File: src/rtl/muldiv_unit_pkg.sv
// rtl/muldiv_unit_pkg.sv - shared types and helpers for the muldiv unit
package muldiv_unit_pkg;

  // Operation codes in RV32M funct3 order
  typedef enum logic [2:0] {
    MUL    = 3'd0,
    MULH   = 3'd1,
    MULHSU = 3'd2,
    MULHU  = 3'd3,
    DIV    = 3'd4,
    DIVU   = 3'd5,
    REM    = 3'd6,
    REMU   = 3'd7
  } muldiv_op_t;

  typedef enum logic [1:0] {
    IDLE = 2'd0,
    CALC = 2'd1,
    FIX  = 2'd2,
    DONE = 2'd3
  } muldiv_state_t;

  function automatic logic is_div(input muldiv_op_t op);
    return op[2];
  endfunction

  // rs1 is treated as signed for MULH, MULHSU, DIV, REM
  function automatic logic op_signed_a(input muldiv_op_t op);
    return (op == MULH) || (op == MULHSU) || (op == DIV) || (op == REM);
  endfunction

  // rs2 is treated as signed for MULH, DIV, REM
  function automatic logic op_signed_b(input muldiv_op_t op);
    return (op == MULH) || (op == DIV) || (op == REM);
  endfunction

endpackage

File: src/rtl/muldiv_unit_if.sv
// rtl/muldiv_unit_if.sv - request/response handshake bundle for the muldiv unit
interface muldiv_unit_if
  import muldiv_unit_pkg::*;
#(
  parameter int XLEN  = 32,
  parameter int TAG_W = 5
);
  logic             req_valid;
  logic             req_ready;
  muldiv_op_t       req_op;
  logic [XLEN-1:0]  req_a;
  logic [XLEN-1:0]  req_b;
  logic [TAG_W-1:0] req_tag;
  logic             resp_valid;
  logic             resp_ready;
  logic [XLEN-1:0]  resp_data;
  logic [TAG_W-1:0] resp_tag;

  modport master (
    output req_valid, req_op, req_a, req_b, req_tag, resp_ready,
    input  req_ready, resp_valid, resp_data, resp_tag
  );

  modport slave (
    input  req_valid, req_op, req_a, req_b, req_tag, resp_ready,
    output req_ready, resp_valid, resp_data, resp_tag
  );
endinterface

File: src/rtl/muldiv_unit.sv
// rtl/muldiv_unit.sv - iterative radix-2 RV32M multiply/divide unit with tag passthrough
module muldiv_unit #(
  parameter int XLEN  = 32,
  parameter int TAG_W = 5
) (
  input  logic          clk,
  input  logic          rst,
  input  logic          flush,
  muldiv_unit_if.slave  bus,
  output logic          busy
);
  import muldiv_unit_pkg::*;

  localparam int CNT_W = $clog2(XLEN);
  localparam logic [XLEN-1:0] MIN_VAL = {1'b1, {(XLEN-1){1'b0}}};

  muldiv_state_t      state_q, state_d;
  logic [CNT_W-1:0]   cnt_q, cnt_d;
  muldiv_op_t         op_q, op_d;
  logic [XLEN-1:0]    opb_q, opb_d;        // |multiplicand| or |divisor|
  logic [2*XLEN-1:0]  acc_q, acc_d;        // product, or {remainder, quotient}
  logic               neg_q, neg_d;        // negate product / quotient in FIX
  logic               rneg_q, rneg_d;      // negate remainder in FIX
  logic [TAG_W-1:0]   tag_hold_q, tag_hold_d;
  logic [XLEN-1:0]    data_q, data_d;
  logic [TAG_W-1:0]   rtag_q, rtag_d;

  logic               sa, sb;
  logic [XLEN-1:0]    abs_a, abs_b;
  logic [XLEN:0]      mul_sum;
  logic [XLEN:0]      div_shift;
  logic               div_ge;
  logic [XLEN-1:0]    div_rem;
  logic [2*XLEN-1:0]  prod_fix;
  logic [XLEN-1:0]    quo_fix, rem_fix;
  logic [XLEN-1:0]    result;

  // State and datapath registers; flush only steers the state back to IDLE
  always_ff @(posedge clk) begin
    if (rst) begin
      state_q    <= IDLE;
      cnt_q      <= '0;
      op_q       <= MUL;
      opb_q      <= '0;
      acc_q      <= '0;
      neg_q      <= 1'b0;
      rneg_q     <= 1'b0;
      tag_hold_q <= '0;
      data_q     <= '0;
      rtag_q     <= '0;
    end else begin
      state_q    <= state_d;
      cnt_q      <= cnt_d;
      op_q       <= op_d;
      opb_q      <= opb_d;
      acc_q      <= acc_d;
      neg_q      <= neg_d;
      rneg_q     <= rneg_d;
      tag_hold_q <= tag_hold_d;
      data_q     <= data_d;
      rtag_q     <= rtag_d;
    end
  end

  // Next-state, iteration step and result fix-up
  always_comb begin
    state_d    = state_q;
    cnt_d      = cnt_q;
    op_d       = op_q;
    opb_d      = opb_q;
    acc_d      = acc_q;
    neg_d      = neg_q;
    rneg_d     = rneg_q;
    tag_hold_d = tag_hold_q;
    data_d     = data_q;
    rtag_d     = rtag_q;

    // Operand magnitudes; |MIN| wraps to 2^(XLEN-1), which is correct as unsigned
    sa    = op_signed_a(bus.req_op) & bus.req_a[XLEN-1];
    sb    = op_signed_b(bus.req_op) & bus.req_b[XLEN-1];
    abs_a = sa ? -bus.req_a : bus.req_a;
    abs_b = sb ? -bus.req_b : bus.req_b;

    // Shift-add: add multiplicand into the upper half when the low bit is set
    mul_sum = {1'b0, acc_q[2*XLEN-1:XLEN]} + (acc_q[0] ? {1'b0, opb_q} : '0);

    // Restoring divide: shift in next dividend bit, subtract if it fits
    div_shift = {acc_q[2*XLEN-1:XLEN], acc_q[XLEN-1]};
    div_ge    = div_shift >= {1'b0, opb_q};
    div_rem   = div_ge ? (div_shift[XLEN-1:0] - opb_q) : div_shift[XLEN-1:0];

    prod_fix = neg_q ? -acc_q : acc_q;
    quo_fix  = neg_q ? -acc_q[XLEN-1:0] : acc_q[XLEN-1:0];
    rem_fix  = rneg_q ? -acc_q[2*XLEN-1:XLEN] : acc_q[2*XLEN-1:XLEN];

    case (op_q)
      MULH, MULHSU, MULHU: result = prod_fix[2*XLEN-1:XLEN];
      DIV, DIVU:           result = quo_fix;
      REM, REMU:           result = rem_fix;
      default:             result = prod_fix[XLEN-1:0];
    endcase

    case (state_q)
      IDLE: begin
        if (bus.req_valid && !flush) begin
          if (is_div(bus.req_op) && (bus.req_b == '0)) begin
            data_d  = bus.req_op[1] ? bus.req_a : '1;
            rtag_d  = bus.req_tag;
            state_d = DONE;
          end else if (is_div(bus.req_op) && !bus.req_op[0] &&
                       (bus.req_a == MIN_VAL) && (bus.req_b == '1)) begin
            data_d  = bus.req_op[1] ? '0 : MIN_VAL;
            rtag_d  = bus.req_tag;
            state_d = DONE;
          end else begin
            op_d       = bus.req_op;
            opb_d      = abs_b;
            acc_d      = {{XLEN{1'b0}}, abs_a};
            neg_d      = sa ^ sb;
            rneg_d     = sa;
            tag_hold_d = bus.req_tag;
            cnt_d      = CNT_W'(XLEN - 1);
            state_d    = CALC;
          end
        end
      end
      CALC: begin
        if (is_div(op_q)) begin
          acc_d = {div_rem, acc_q[XLEN-2:0], div_ge};
        end else begin
          acc_d = {mul_sum, acc_q[XLEN-1:1]};
        end
        cnt_d = cnt_q - 1'b1;
        if (cnt_q == '0) begin
          state_d = FIX;
        end
      end
      FIX: begin
        data_d  = result;
        rtag_d  = tag_hold_q;
        state_d = DONE;
      end
      DONE: begin
        if (bus.resp_ready) begin
          state_d = IDLE;
        end
      end
      default: state_d = IDLE;
    endcase

    if (flush) begin
      state_d = IDLE;
    end
  end

  assign bus.req_ready  = (state_q == IDLE);
  assign bus.resp_valid = (state_q == DONE);
  assign bus.resp_data  = data_q;
  assign bus.resp_tag   = rtag_q;
  assign busy           = (state_q != IDLE);

endmodule

File: src/flat_wrapper.sv
// flat-port wrapper written by rule: the top's interface ports become plain ports
module muldiv_unit_flat import muldiv_unit_pkg::*;
#(
  parameter int XLEN  = 32,
  parameter int TAG_W = 5
)
  (clk, rst, flush, busy, bus_req_valid, bus_req_op, bus_req_a, bus_req_b, bus_req_tag, bus_resp_ready, bus_req_ready, bus_resp_valid, bus_resp_data, bus_resp_tag);
  muldiv_unit_if #(.XLEN(XLEN), .TAG_W(TAG_W)) bus_i ();
  input  logic clk;
  input  logic rst;
  input  logic flush;
  output logic busy;
  input wire logic [$bits(bus_i.req_valid)-1:0] bus_req_valid;
  input wire logic [$bits(bus_i.req_op)-1:0] bus_req_op;
  input wire logic [$bits(bus_i.req_a)-1:0] bus_req_a;
  input wire logic [$bits(bus_i.req_b)-1:0] bus_req_b;
  input wire logic [$bits(bus_i.req_tag)-1:0] bus_req_tag;
  input wire logic [$bits(bus_i.resp_ready)-1:0] bus_resp_ready;
  output wire logic [$bits(bus_i.req_ready)-1:0] bus_req_ready;
  output wire logic [$bits(bus_i.resp_valid)-1:0] bus_resp_valid;
  output wire logic [$bits(bus_i.resp_data)-1:0] bus_resp_data;
  output wire logic [$bits(bus_i.resp_tag)-1:0] bus_resp_tag;
  assign bus_i.req_valid = bus_req_valid;
  assign bus_i.req_op = bus_req_op;
  assign bus_i.req_a = bus_req_a;
  assign bus_i.req_b = bus_req_b;
  assign bus_i.req_tag = bus_req_tag;
  assign bus_i.resp_ready = bus_resp_ready;
  assign bus_req_ready = bus_i.req_ready;
  assign bus_resp_valid = bus_i.resp_valid;
  assign bus_resp_data = bus_i.resp_data;
  assign bus_resp_tag = bus_i.resp_tag;
  muldiv_unit #(.XLEN(XLEN), .TAG_W(TAG_W)) u_core (.clk(clk), .rst(rst), .flush(flush), .bus(bus_i), .busy(busy));
endmodule
File: config.mk
export PLATFORM = sky130hd
export DESIGN_NAME = muldiv_unit_flat
export DESIGN_NICKNAME = d
export VERILOG_FILES = /design/src/rtl/muldiv_unit_pkg.sv /design/src/rtl/muldiv_unit_if.sv /design/src/rtl/muldiv_unit.sv /design/src/flat_wrapper.sv
export SDC_FILE = /design/constraint.sdc
export NUM_CORES = 1
export LEC_CHECK = 0
export CORE_ASPECT_RATIO = 2
export CORE_UTILIZATION = 38
export DETAILED_ROUTE_END_ITERATION = 6
export GPL_TIMING_DRIVEN = 0
export PLACE_DENSITY = 0.56
export SLEW_MARGIN = 20
export SYNTH_ARGS = -nofsm -noshare
export SYNTH_HDL_FRONTEND = slang
export SYNTH_SLANG_ARGS = --single-unit
export TNS_END_PERCENT = 5
File: constraint.sdc
create_clock -name clk -period 10.01 [get_ports clk]
set_clock_uncertainty 0.1 [all_clocks]
set_input_delay 1.001 -clock clk [delete_from_list [all_inputs] [get_ports clk]]
set_output_delay 1.001 -clock clk [all_outputs]
set_load 0.01 [all_outputs]
==> impl_metrics.py, run 1 <==
# Generated from Yosys and OpenROAD reports
metrics = {
    "clock_tree": {
        "cts_buffers": 17,
        "clock_latency_ps": 480,
        "cts_root_buffer": "clkbuf_16",
        "clk_pin_slew_worst_paths_ps": 80,
        "cts_num_sinks": 150,
        "h-tree-depth": 4,
        "post_cts_buffers": 0,
        "tritoncts": "built",
        "post_cts_resized": 0,
        "cts_hold_buf": 0,
    },
    "synth": {
        "yosys-stat-area_sq_mm": 0.0144,
        "syn_area_sq_mm": 0.0144,
        "syn_inst": 1980,
        "async_flop_share_pct": 0,
        "ys_seq_share_pct": 20.9,
        "mux_share_pct": 3.78,
        "top_cells_by_area": "dfxtp_1, xnor2_1, ha_1, a21oi_1, nand2_1",
        "topCombFamilyByArea": "AND-OR/OR-AND gates",
        "top_area_share_pct": 20.9,
        "yosys.area.top_type": "dfxtp_1",
        "flop_cell": "dfxtp_1",
        "ys_sh_xor_pct": 11.0,
        "synth_warnings": 0,
        "edf_count": 0,
        "syn_nets": 2134,
        "synth.avg_cell_area_sq_um": 7.25,
        "yosys_cells": 1980,
        "ys_ff": 150,
    },
    "timing": {
        "hold_slack_ps": 360,
        "maxSlewViolCount": 0,
        "slew_headroom_pct": 21.1,
        "worst_slack_ps": 3530,
        "finalCritPeriodShare_pct": 64.8,
        "setup_tns_ps": 0,
        "max_freq_mhz": 154,
        "setup_viol": 0,
        "min_period_ps": 6480,
        "grt_setup_unrepaired": "false",
        "hold_viol_final": 0,
    },
    "hold_path": {
        "hold_path_class": "reg2reg",
        "holdPathStages": 2,
        "min_from": "u_core.tag_hold_q[2]$_SDFFE_PP0P_",
        "hold_path_end": "u_core.tag_hold_q[2]$_SDFFE_PP0P_",
    },
    "detailed_routing": {
        "viasPerCell": 6.27,
        "wl_per_cell_um": 27.9,
        "firstDrtPassIters": 5,
        "drt_iter0_drc": 1019,
        "drc": 0,
        "ant_nets": 0,
    },
    "global_route": {
        "grt_max_degree": 17,
        "grt_pass1_wl_mm": 105,
        "grt_pass1_vias": 16514,
        "grt-ovfl-total": 0,
    },
    "placed_design": {
        "io_buffer_count": 111,
        "dp_worst_setup_slack_ps": 3620,
        "place_congestion": 1.02,
        "dp.cells": 2551,
    },
    "worst_setup_path": {
        "critPathCaptureType": "flip-flop",
        "worst_setup_path_start_kind": "input port",
        "reg2reg_slack_ps": 4960,
        "rr_endpoint": "u_core.bus.resp_data[23]$_SDFFE_PP0P_",
        "cp_data_arrival_time_ps": 6780,
        "cpLargestDelayFamily": "AND-OR/OR-AND gates",
        "r2r_start": "u_core.acc_q[2]$_SDFFE_PP0P_",
        "reg2regPathDepth": 12,
        "worstPathCellList": "clkdlybuf4s50_1 -> inv_1 -> ha_1 -> or3b_2 -> nor3_1 -> nand4b_1 -> o21ai_1 -> nand3_1 -> o21ai_1 -> clkbuf_1 -> o211ai_1 -> a21oi_1",
        "path_class": "in2reg",
        "cp_common_cell": "o21ai_1",
        "cp_slowest_cell": "clkbuf_1",
        "critPathMaxFanout": 10,
        "worstPathRequired_ps": 10300,
        "cp-endpoint": "u_core.bus.resp_data[23]$_SDFFE_PP0P_",
    },
    "power": {
        "vdd_drop_max_v": 0.000115,
        "finalPower_mw": 1.89,
        "p_per_area_mw_per_mm2": 113,
        "p_leak_nw": 6.01,
    },
    "final_layout": {
        "area_delta_synth_final_pct": 16.2,
        "largest_register": "u_core.acc_q",
        "final_nets": 2266,
        "largest_reg_flops": 64,
        "final_cell_area_sq_mm": 0.0167,
        "lay_top_cells": "nand2_1, nor2_1, a21oi_1, dfxtp_1, o21ai_0",
        "fin_cells": 2583,
    },
    "run": {
        "log.warning_count": 31,
        "cap_violations": 0,
    },
    "floorplan": {
        "io_pins": 117,
        "die_area_sq_mm": 0.0386,
        "fp-utilization_pct": 38.6,
        "num_rows": 100,
        "die_x_um": 139,
    },
    "status": {
        "outcome": "completed",
    },
}
## run 1: power by group
part / switching (mW) / leakage, nW / total (mW) / internal (mW)
sequential: 0.0252 / 1.22 / 0.645 / 0.620
combinational: 0.349 / 4.49 / 0.535 / 0.186
clock: 0.327 / 0.295 / 0.705 / 0.378
total: 0.702 / 6.01 / 1.89 / 1.18
## run 1: kinds of logic after synthesis
| family | Yosys count |
|---|---|
| buffers and inverters | 206 |
| adder cells (fa/ha/maj) | 77 |
| multiplexers | 54 |
| AND/OR/NAND/NOR | 659 |
| flip-flops | 150 |
| XOR/XNOR | 180 |
| AND-OR/OR-AND | 654 |
## run 1: per-layer routing
| metal | global-route usage [%] | share of wire [%] |
|---|---|---|
| met5 | 0 | 0.018 |
| met4 | 39.6 | 12 |
| met1 | 33.5 | 32 |
| met2 | 68.7 | 51 |
| met3 | 6.16 | 4.8 |
## run 1: synth_stat cells (16+ instances only)
master	instances
nand2b_1	19
nand4_1	22
nor2_1	200
clkbuf_1	123
o31ai_1	31
o21ai_0	129
a21oi_1	168
and2_1	17
a21o_1	25
nand3_1	34
nand2_1	200
a31oi_1	17
or3_1	21
xor2_1	70
o211ai_1	48
o41ai_1	16
ha_1	75
dfxtp_1	150
xnor2_1	110
or4_1	17
a311oi_1	18
nor3_1	53
inv_1	60
a211oi_1	55
a22oi_1	28
mux2i_1	52
## run 1: worst min-delay path, stage by stage (launching register included)
cell and delay [ps]:
dfxtp_1 310, nand2_1 50, a21oi_1 50
## run 1: layout make-up
| type | instances | area [sq um] |
|---|---|---|
| buffer | 145 | 579 |
| fill | 3937 | 20500 |
| tap | 459 | 574 |
| clock inverter | 14 | 184 |
| timing repair buffer | 113 | 1130 |
| sequential | 150 | 3000 |
| multi-input combinational | 1624 | 10600 |
| inverter | 61 | 229 |
| clock buffer | 17 | 425 |
Run 1, routed metal, one colour a layer:
Two of the layers only.
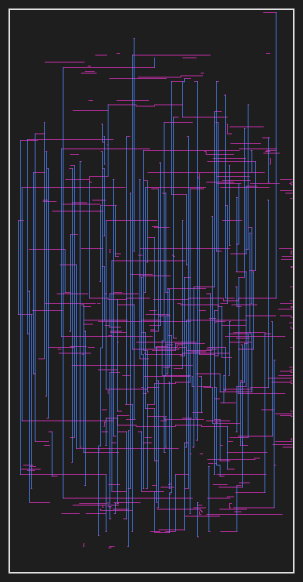
Key: blue = metal 4 [wire length 8770 um]; magenta = metal 3 [wire length 3470 um]
vias: 16193
Overall Global Routing Usage: 37.6%
overall routed net length: 72.1 mm

Run 1, the metal 2 layer:
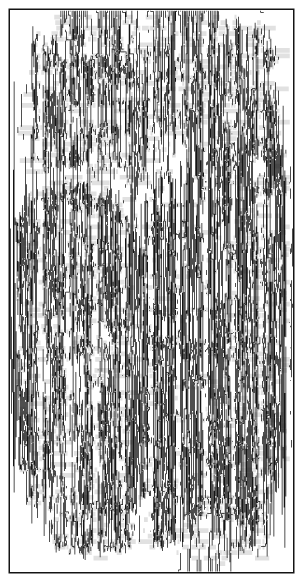
1896 nets have wire on it. The wires run mostly vertical.
met2 Use GR: 68.7%

Run 1, signal wires on met4:
Bar = 50 um.
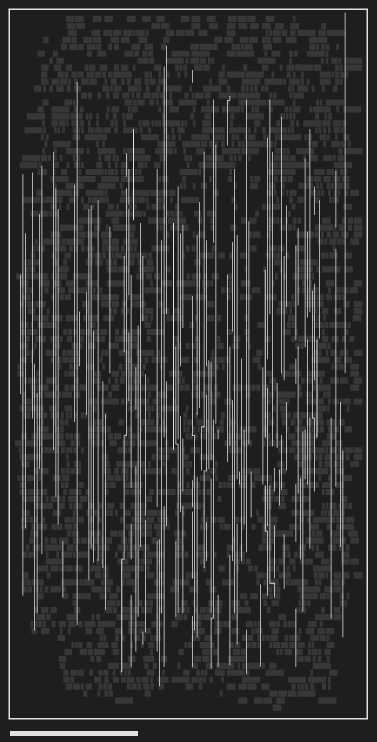
100 nets have wire on it. The layer holds 12% of the routed length.

--- run 2 (diff from run 1) ---
--- a/config.mk
+++ b/config.mk
@@ -9,7 +9,7 @@
 export CORE_UTILIZATION = 38
 export DETAILED_ROUTE_END_ITERATION = 6
 export GPL_TIMING_DRIVEN = 0
-export PLACE_DENSITY = 0.56
+export PLACE_DENSITY = 0.58
 export SLEW_MARGIN = 20
 export SYNTH_ARGS = -nofsm -noshare
 export SYNTH_HDL_FRONTEND = slang
==> constraint.sdc (replaced) <==
create_clock -name clk -period 5.8 [get_ports clk]
set_clock_uncertainty 0.1 [all_clocks]
set_input_delay 0.58 -clock clk [delete_from_list [all_inputs] [get_ports clk]]
set_output_delay 0.58 -clock clk [all_outputs]
set_load 0.01 [all_outputs]
Run 2, clock nets:
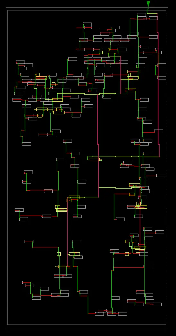
clock latency on the worst-skew pair: 470 ps
Seq cells: 150
Clk. pwr: 1.18 mW

Run 2, the metal 2 layer:
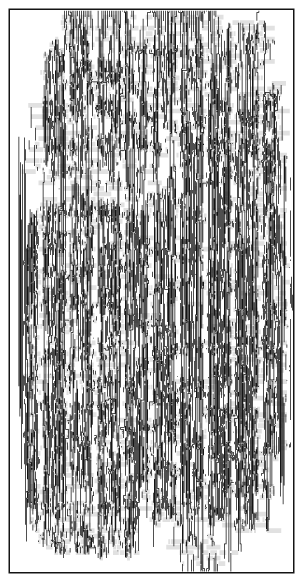
The layer carries 36.6 mm of wire. The wires run mostly vertical. 1904 nets have wire on it. The longest straight run is 128 um.

==> impl_metrics.py, run 2 <==
# Generated from Yosys and OpenROAD reports
metrics = {
    "status": {
        "outcome": "completed",
    },
    "final_layout": {
        "sh_seq_area_pct": 18.0,
        "nClkBuffers": 18,
        "buf_share_pct": 10.2,
        "nNonClkBuffers": 257,
        "area_delta_synth_final_pct": 16.1,
        "nNonClkInverters": 61,
        "final_nets": 2265,
        "fill_cells": 3930,
        "largest_register": "u_core.acc_q",
        "comb_area_share_pct": 63.5,
        "final-clk-cell-share_pct": 3.50,
        "regArea_sq_mm": 0.00300,
        "lay_top_cells": "nand2_1, nor2_1, a21oi_1, dfxtp_1, o21ai_0",
    },
    "detailed_routing": {
        "firstDrtPassIters": 6,
        "wl_per_cell_um": 28.0,
        "ant_nets": 0,
        "drt_iter0_drc": 1077,
        "viasPerCell": 6.34,
        "drc": 0,
    },
    "synth": {
        "async_flop_share_pct": 0,
        "synth_warnings": 0,
        "top_cells_by_area": "dfxtp_1, xnor2_1, ha_1, a21oi_1, nand2_1",
        "flop_cell": "dfxtp_1",
        "synthTopCellsByCount": "nand2_1, nor2_1, a21oi_1",
        "yosys-stat-area_sq_mm": 0.0144,
        "edf_count": 0,
        "syn_nets": 2134,
        "ys_seq_share_pct": 20.9,
        "syn_inst": 1980,
        "yosys.area.top_type": "dfxtp_1",
        "syn_area_sq_mm": 0.0144,
        "ys_ff": 150,
        "synth.avg_cell_area_sq_um": 7.25,
        "top_area_share_pct": 20.9,
    },
    "power": {
        "switching_share_pct": 37.9,
        "combinationalPowerShare_pct": 28.9,
        "vdd_drop_max_v": 0.000197,
        "internal-power_mw": 2.00,
        "p_seq_share_pct": 34.5,
        "clkPwrFrac_pct": 36.5,
        "p_switching_mw": 1.22,
    },
    "clock_tree": {
        "cts_num_sinks": 150,
        "cts_hold_buf": 0,
        "cts_buffers": 17,
        "post_cts_buffers": 0,
        "tritoncts": "built",
        "post_cts_resized": 0,
        "h-tree-depth": 4,
        "cts_root_buffer": "clkbuf_16",
    },
    "timing": {
        "setup_viol": 0,
        "grt_setup_unrepaired": "false",
        "min_period_ps": 5640,
        "worst_slack_ps": 163,
        "finalCritPeriodShare_pct": 97.2,
        "slew_headroom_pct": 19.1,
        "max_freq_mhz": 177,
    },
    "run": {
        "cap_violations": 0,
        "log.warning_count": 31,
    },
    "global_route": {
        "grt_max_degree": 17,
        "grt-ovfl-total": 0,
        "grt_pass1_vias": 16238,
        "track_usage_pct": 37.1,
        "grt_pass1_wl_mm": 104,
    },
    "placed_design": {
        "io_buffer_count": 111,
        "place_congestion": 1.06,
        "dp_worst_setup_slack_ps": -23.8,
    },
    "worst_setup_path": {
        "critPathMaxFanout": 10,
        "rr_endpoint": "u_core.acc_q[62]$_SDFFE_PP0P_",
        "reg2reg_slack_ps": 770,
        "cp_slowest_cell": "a311oi_2",
        "cp-endpoint": "u_core.bus.resp_data[21]$_SDFFE_PP0P_",
        "cpLargestDelayFamily": "simple AND/OR/NAND/NOR gates",
        "worst_setup_path_start_kind": "input port",
        "reg2regPathDepth": 12,
        "path_class": "in2reg",
        "worstPathRequired_ps": 6010,
        "cp_common_cell": "nor3_1",
        "cp_data_arrival_time_ps": 5850,
        "worstPathCellList": "clkdlybuf4s50_1 -> inv_1 -> ha_1 -> or3b_2 -> nor3_1 -> nand4b_1 -> o21ai_1 -> nand3_1 -> a21boi_1 -> clkbuf_1 -> a311oi_2 -> nor3_1",
        "r2r_start": "u_core.acc_q[0]$_SDFFE_PP0P_",
        "critPathCaptureType": "flip-flop",
    },
    "hold_path": {
        "hold_path_end": "u_core.tag_hold_q[4]$_SDFFE_PP0P_",
        "min_from": "u_core.tag_hold_q[4]$_SDFFE_PP0P_",
        "hold_path_class": "reg2reg",
    },
    "floorplan": {
        "die_x_um": 139,
        "io_pins": 117,
        "die_area_sq_mm": 0.0386,
        "num_rows": 100,
    },
}
[run 2: cell types whose count changed in the layout (fill, tap and decap cells not counted), sizes merged]
cell,delta
inv,+2
clkbuf,+1
buf,-1
clkinvlp,+1
clkinv,-2
bufinv,-1
[run 2: metal layers]
metal	GRT usage [%]	up-vias	part of all wire, %
li1	-	7516	-
met1	33.0	7859	32
met2	66.4	715	51
met3	6.50	297	5.1
met4	42.0	0	12
met5	0	-	0
[run 2: power by group through the flow]
| stage | Combinational, mW | Clock, mW | Sequential, mW |
|---|---|---|---|
| floorplan | 0.569 | 0 | 1.12 |
| global placement | 0.893 | 0 | 1.14 |
| detailed placement | 0.898 | 0 | 1.14 |
| CTS | 0.904 | 1.19 | 1.11 |
| global route | 0.994 | 1.22 | 1.12 |
| finish | 0.934 | 1.18 | 1.11 |
[run 2: logic make-up (layout without fill, tap and decap cells)]
logic type,after synthesis,after routing,share of synthesized area (%)
AND-OR/OR-AND,654,654,29.9
XOR/XNOR,180,180,11.0
adder cells (fa/ha/maj),77,77,6.82
buffers and inverters,206,350,5.63
flip-flops,150,150,20.9
multiplexers,54,54,3.78
AND/OR/NAND/NOR,659,659,22.0
[run 2: metrics by stage]
stage | std cells | hold slack [ps] | TNS, ps | cell area (sq um) | total power, mW
floorplan | 1980 | 336 | 0 | 14400 | 1.69
global placement | 2550 | 343 | 0 | 16000 | 2.03
detailed placement | 2551 | 348 | -34.7 | 16100 | 2.03
CTS | 2583 | 359 | 0 | 16700 | 3.21
global route | 2583 | 389 | 0 | 16700 | 3.33
finish | 2583 | 359 | 0 | 16700 | 3.23
--- run 3 (diff from run 2) ---
--- a/config.mk
+++ b/config.mk
@@ -5,11 +5,13 @@
 export SDC_FILE = /design/constraint.sdc
 export NUM_CORES = 1
 export LEC_CHECK = 0
+export CELL_PAD_IN_SITES_DETAIL_PLACEMENT = 2
+export CELL_PAD_IN_SITES_GLOBAL_PLACEMENT = 2
 export CORE_ASPECT_RATIO = 2
-export CORE_UTILIZATION = 38
+export CORE_UTILIZATION = 31
 export DETAILED_ROUTE_END_ITERATION = 6
 export GPL_TIMING_DRIVEN = 0
-export PLACE_DENSITY = 0.58
+export PLACE_DENSITY_LB_ADDON = 0.08
 export SLEW_MARGIN = 20
 export SYNTH_ARGS = -nofsm -noshare
 export SYNTH_HDL_FRONTEND = slang
Run 3, routed metal, one colour a layer:
Two of the layers only.
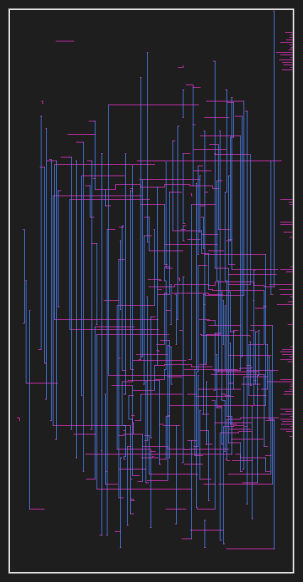
Key: magenta = metal 3 [wire length 2980 um]; blue = metal 4 [wire length 9600 um]
Overall Global Routing Usage: 35.4%
overall routed net length: 82.6 mm

Run 3, sizing map:
Bar = 50 um.
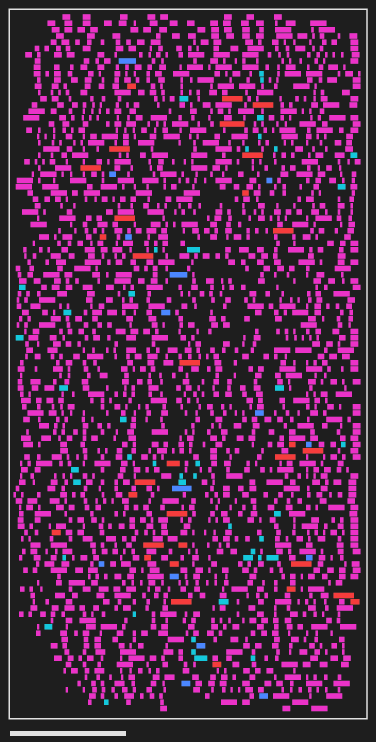
Key: cyan = _2 cells [cells 43, share 2.0%]; blue = _3 and _4 cells [cells 15, share 0.71%]; red = _6 and larger [cells 31, share 1.5%]; magenta = _0 and _1 cells [cells 2037, share 96%]
Final Cell Area: 0.0168 sq mm
Worst Slack Setup Final: 9.25 ps
Non-clk bufs: 259

==> impl_metrics.py, run 3 <==
# Generated from Yosys and OpenROAD reports
metrics = {
    "status": {
        "outcome": "completed",
    },
    "final_layout": {
        "logic_area_sq_mm": 0.0106,
        "fin_cells": 2692,
        "final_nets": 2267,
        "largest_reg_flops": 64,
        "fill_cells": 5427,
        "area_delta_synth_final_pct": 17.1,
        "lay_top_cells": "nand2_1, nor2_1, a21oi_1, dfxtp_1, o21ai_0",
        "largest_register": "u_core.acc_q",
        "regArea_sq_mm": 0.00300,
    },
    "floorplan": {
        "die_area_sq_mm": 0.0472,
        "num_rows": 111,
        "io_pins": 117,
        "fp-utilization_pct": 31.4,
        "die_x_um": 154,
        "dieHeight_um": 306,
    },
    "power": {
        "p_seq_share_pct": 33.9,
        "vdd_drop_max_v": 0.000197,
        "power-top-group": "clock",
        "seq_cell_power_mw": 1.12,
        "internal-power_mw": 2.00,
        "clkPwrFrac_pct": 36.5,
        "switching_share_pct": 39.3,
        "p_comb_uw": 976,
        "p_per_area_mw_per_mm2": 196,
        "p_clk_mw": 1.20,
        "p_switching_mw": 1.30,
        "combinationalPowerShare_pct": 29.6,
    },
    "detailed_routing": {
        "drt_iter0_drc": 645,
        "ant_nets": 0,
        "routed-via-count": 16505,
        "firstDrtPassIters": 5,
        "viasPerCell": 6.13,
        "wl_per_cell_um": 30.7,
        "drc": 0,
    },
    "synth": {
        "flop_cell": "dfxtp_1",
        "ys_sh_xor_pct": 11.0,
        "synthAdderAreaFrac_pct": 6.82,
        "simple_gate_area_share_pct": 22.0,
        "synthTopCellsByCount": "nand2_1, nor2_1, a21oi_1",
        "top_area_share_pct": 20.9,
        "edf_count": 0,
        "ys_seq_share_pct": 20.9,
        "async_flop_share_pct": 0,
        "yosys_cells": 1980,
        "synth_warnings": 0,
        "mux_share_pct": 3.78,
        "synth.avg_cell_area_sq_um": 7.25,
        "top_cells_by_area": "dfxtp_1, xnor2_1, ha_1, a21oi_1, nand2_1",
        "yosys.area.top_type": "dfxtp_1",
        "topCombFamilyByArea": "AND-OR/OR-AND gates",
        "syn_inst": 1980,
        "synth_cell_types": 77,
        "syn_nets": 2134,
        "ys_sh_aoi_pct": 29.9,
        "yosys-stat-area_sq_mm": 0.0144,
        "syn_area_sq_mm": 0.0144,
    },
    "clock_tree": {
        "post_cts_buffers": 0,
        "cts_root_buffer": "clkbuf_16",
        "cts_num_sinks": 150,
        "h-tree-depth": 4,
        "clk_pin_slew_worst_paths_ps": 80,
        "tritoncts": "built",
        "cts_buffers": 17,
        "clock_latency_ps": 480,
        "post_cts_resized": 0,
        "cts_hold_buf": 0,
    },
    "worst_setup_path": {
        "cp_slowest_cell": "o21ai_0",
        "crit_cells": 12,
        "cpPeakStageDelay_ps": 1020,
        "worstPathRequired_ps": 6110,
        "worst_setup_path_start_kind": "flip-flop",
        "critPathCaptureType": "flip-flop",
        "cpLargestDelayFamily": "buffers and inverters",
        "path_class": "reg2reg",
        "rr_endpoint": "u_core.bus.resp_data[28]$_SDFFE_PP0P_",
        "cp-endpoint": "u_core.bus.resp_data[28]$_SDFFE_PP0P_",
        "critPathMaxFanout": 10,
        "startpoint": "u_core.acc_q[0]$_SDFFE_PP0P_",
        "r2r_start": "u_core.acc_q[0]$_SDFFE_PP0P_",
        "cp_data_arrival_time_ps": 6100,
        "worstPathCellList": "inv_1 -> buf_1 -> ha_1 -> nand4_1 -> nor4_2 -> buf_2 -> a31oi_1 -> xor2_1 -> a222oi_1 -> o21ai_0 -> nand2_1 -> a21oi_1",
        "reg2reg_slack_ps": 9,
        "reg2regPathDepth": 12,
    },
    "run": {
        "cap_violations": 0,
        "log.warning_count": 31,
    },
    "timing": {
        "grt_setup_unrepaired": "false",
        "finalCritPeriodShare_pct": 99.8,
        "setup_tns_ps": 0,
        "setup_viol": 0,
        "slew_headroom_pct": 16.8,
        "hold_viol_final": 0,
        "max_freq_mhz": 173,
        "min_period_ps": 5790,
        "maxSlewViolCount": 0,
    },
    "placed_design": {
        "io_buffer_count": 111,
        "dp.cells": 2658,
        "place_congestion": 0.988,
        "dp_worst_setup_slack_ps": -370,
    },
    "hold_path": {
        "holdPathStages": 2,
        "hold_path_class": "reg2reg",
        "min_from": "u_core.tag_hold_q[1]$_SDFFE_PP0P_",
        "hold_path_end": "u_core.tag_hold_q[1]$_SDFFE_PP0P_",
    },
    "global_route": {
        "grt_max_degree": 17,
        "antenna_found_initial": 2,
        "grt_pass1_vias": 18383,
        "grt_pass1_wl_mm": 121,
        "grt-ovfl-total": 0,
    },
}
==> run 3: cell counts after synthesis <==
No cell type changed its count.
==> run 3: worst reg2reg max path, cell delays in order, from the launching register on <==
cell	delay, ps
dfxtp_1	420
inv_1	470
buf_1	860
ha_1	440
nand4_1	360
nor4_2	840
buf_2	420
a31oi_1	140
xor2_1	220
a222oi_1	130
o21ai_0	1020
nand2_1	130
a21oi_1	180
==> run 3: area by class of cell <==
class / instances / share of cell area [%]
Clock buffer: 18 / 2.55
Antenna cell: 1 / 0.0149
Sequential cell: 150 / 17.9
Clock inverter: 14 / 0.930
Tap cell: 565 / 4.20
Multi-Input combinational cell: 1624 / 62.8
Buffer: 145 / 3.46
Timing Repair Buffer: 114 / 6.79
Inverter: 61 / 1.36
==> run 3: logic make-up (layout without fill, tap and decap cells) <==
family                   after synthesis  in the layout
multiplexers                          54             54
other                                  0              1
flip-flops                           150            150
adder cells (fa/ha/maj)               77             77
XOR/XNOR                             180            180
AND/OR/NAND/NOR                      659            659
AND-OR/OR-AND                        654            654
buffers and inverters                206            352
==> run 3: per-stage QoR <==
| stage | power, mW | utilization, % | hold WS [ps] | cell area (sq um) |
|---|---|---|---|---|
| 2_1_floorplan | 1.69 | - | 336 | 14400 |
| 3_3_place_gp | 2.07 | 35.4 | 342 | 16200 |
| 3_5_place_dp | 2.09 | 35.5 | 362 | 16200 |
| 4_1_cts | 3.29 | 36.8 | 373 | 16800 |
| 5_1_grt | 3.41 | 36.8 | 391 | 16800 |
| 6_report | 3.30 | 36.8 | 374 | 16800 |
==> run 3: metal layers <==
layer  track usage (%)  part of all wire (%)  vias up
met1              30.6                    32     8203
met3              6.30                   3.6      321
met4              36.4                    12        4
met2              66.2                    52      466
met5                 0                 0.040        -
li1                  -                     -     7511
No activity file was given, so power comes from the tool's default toggle rates.
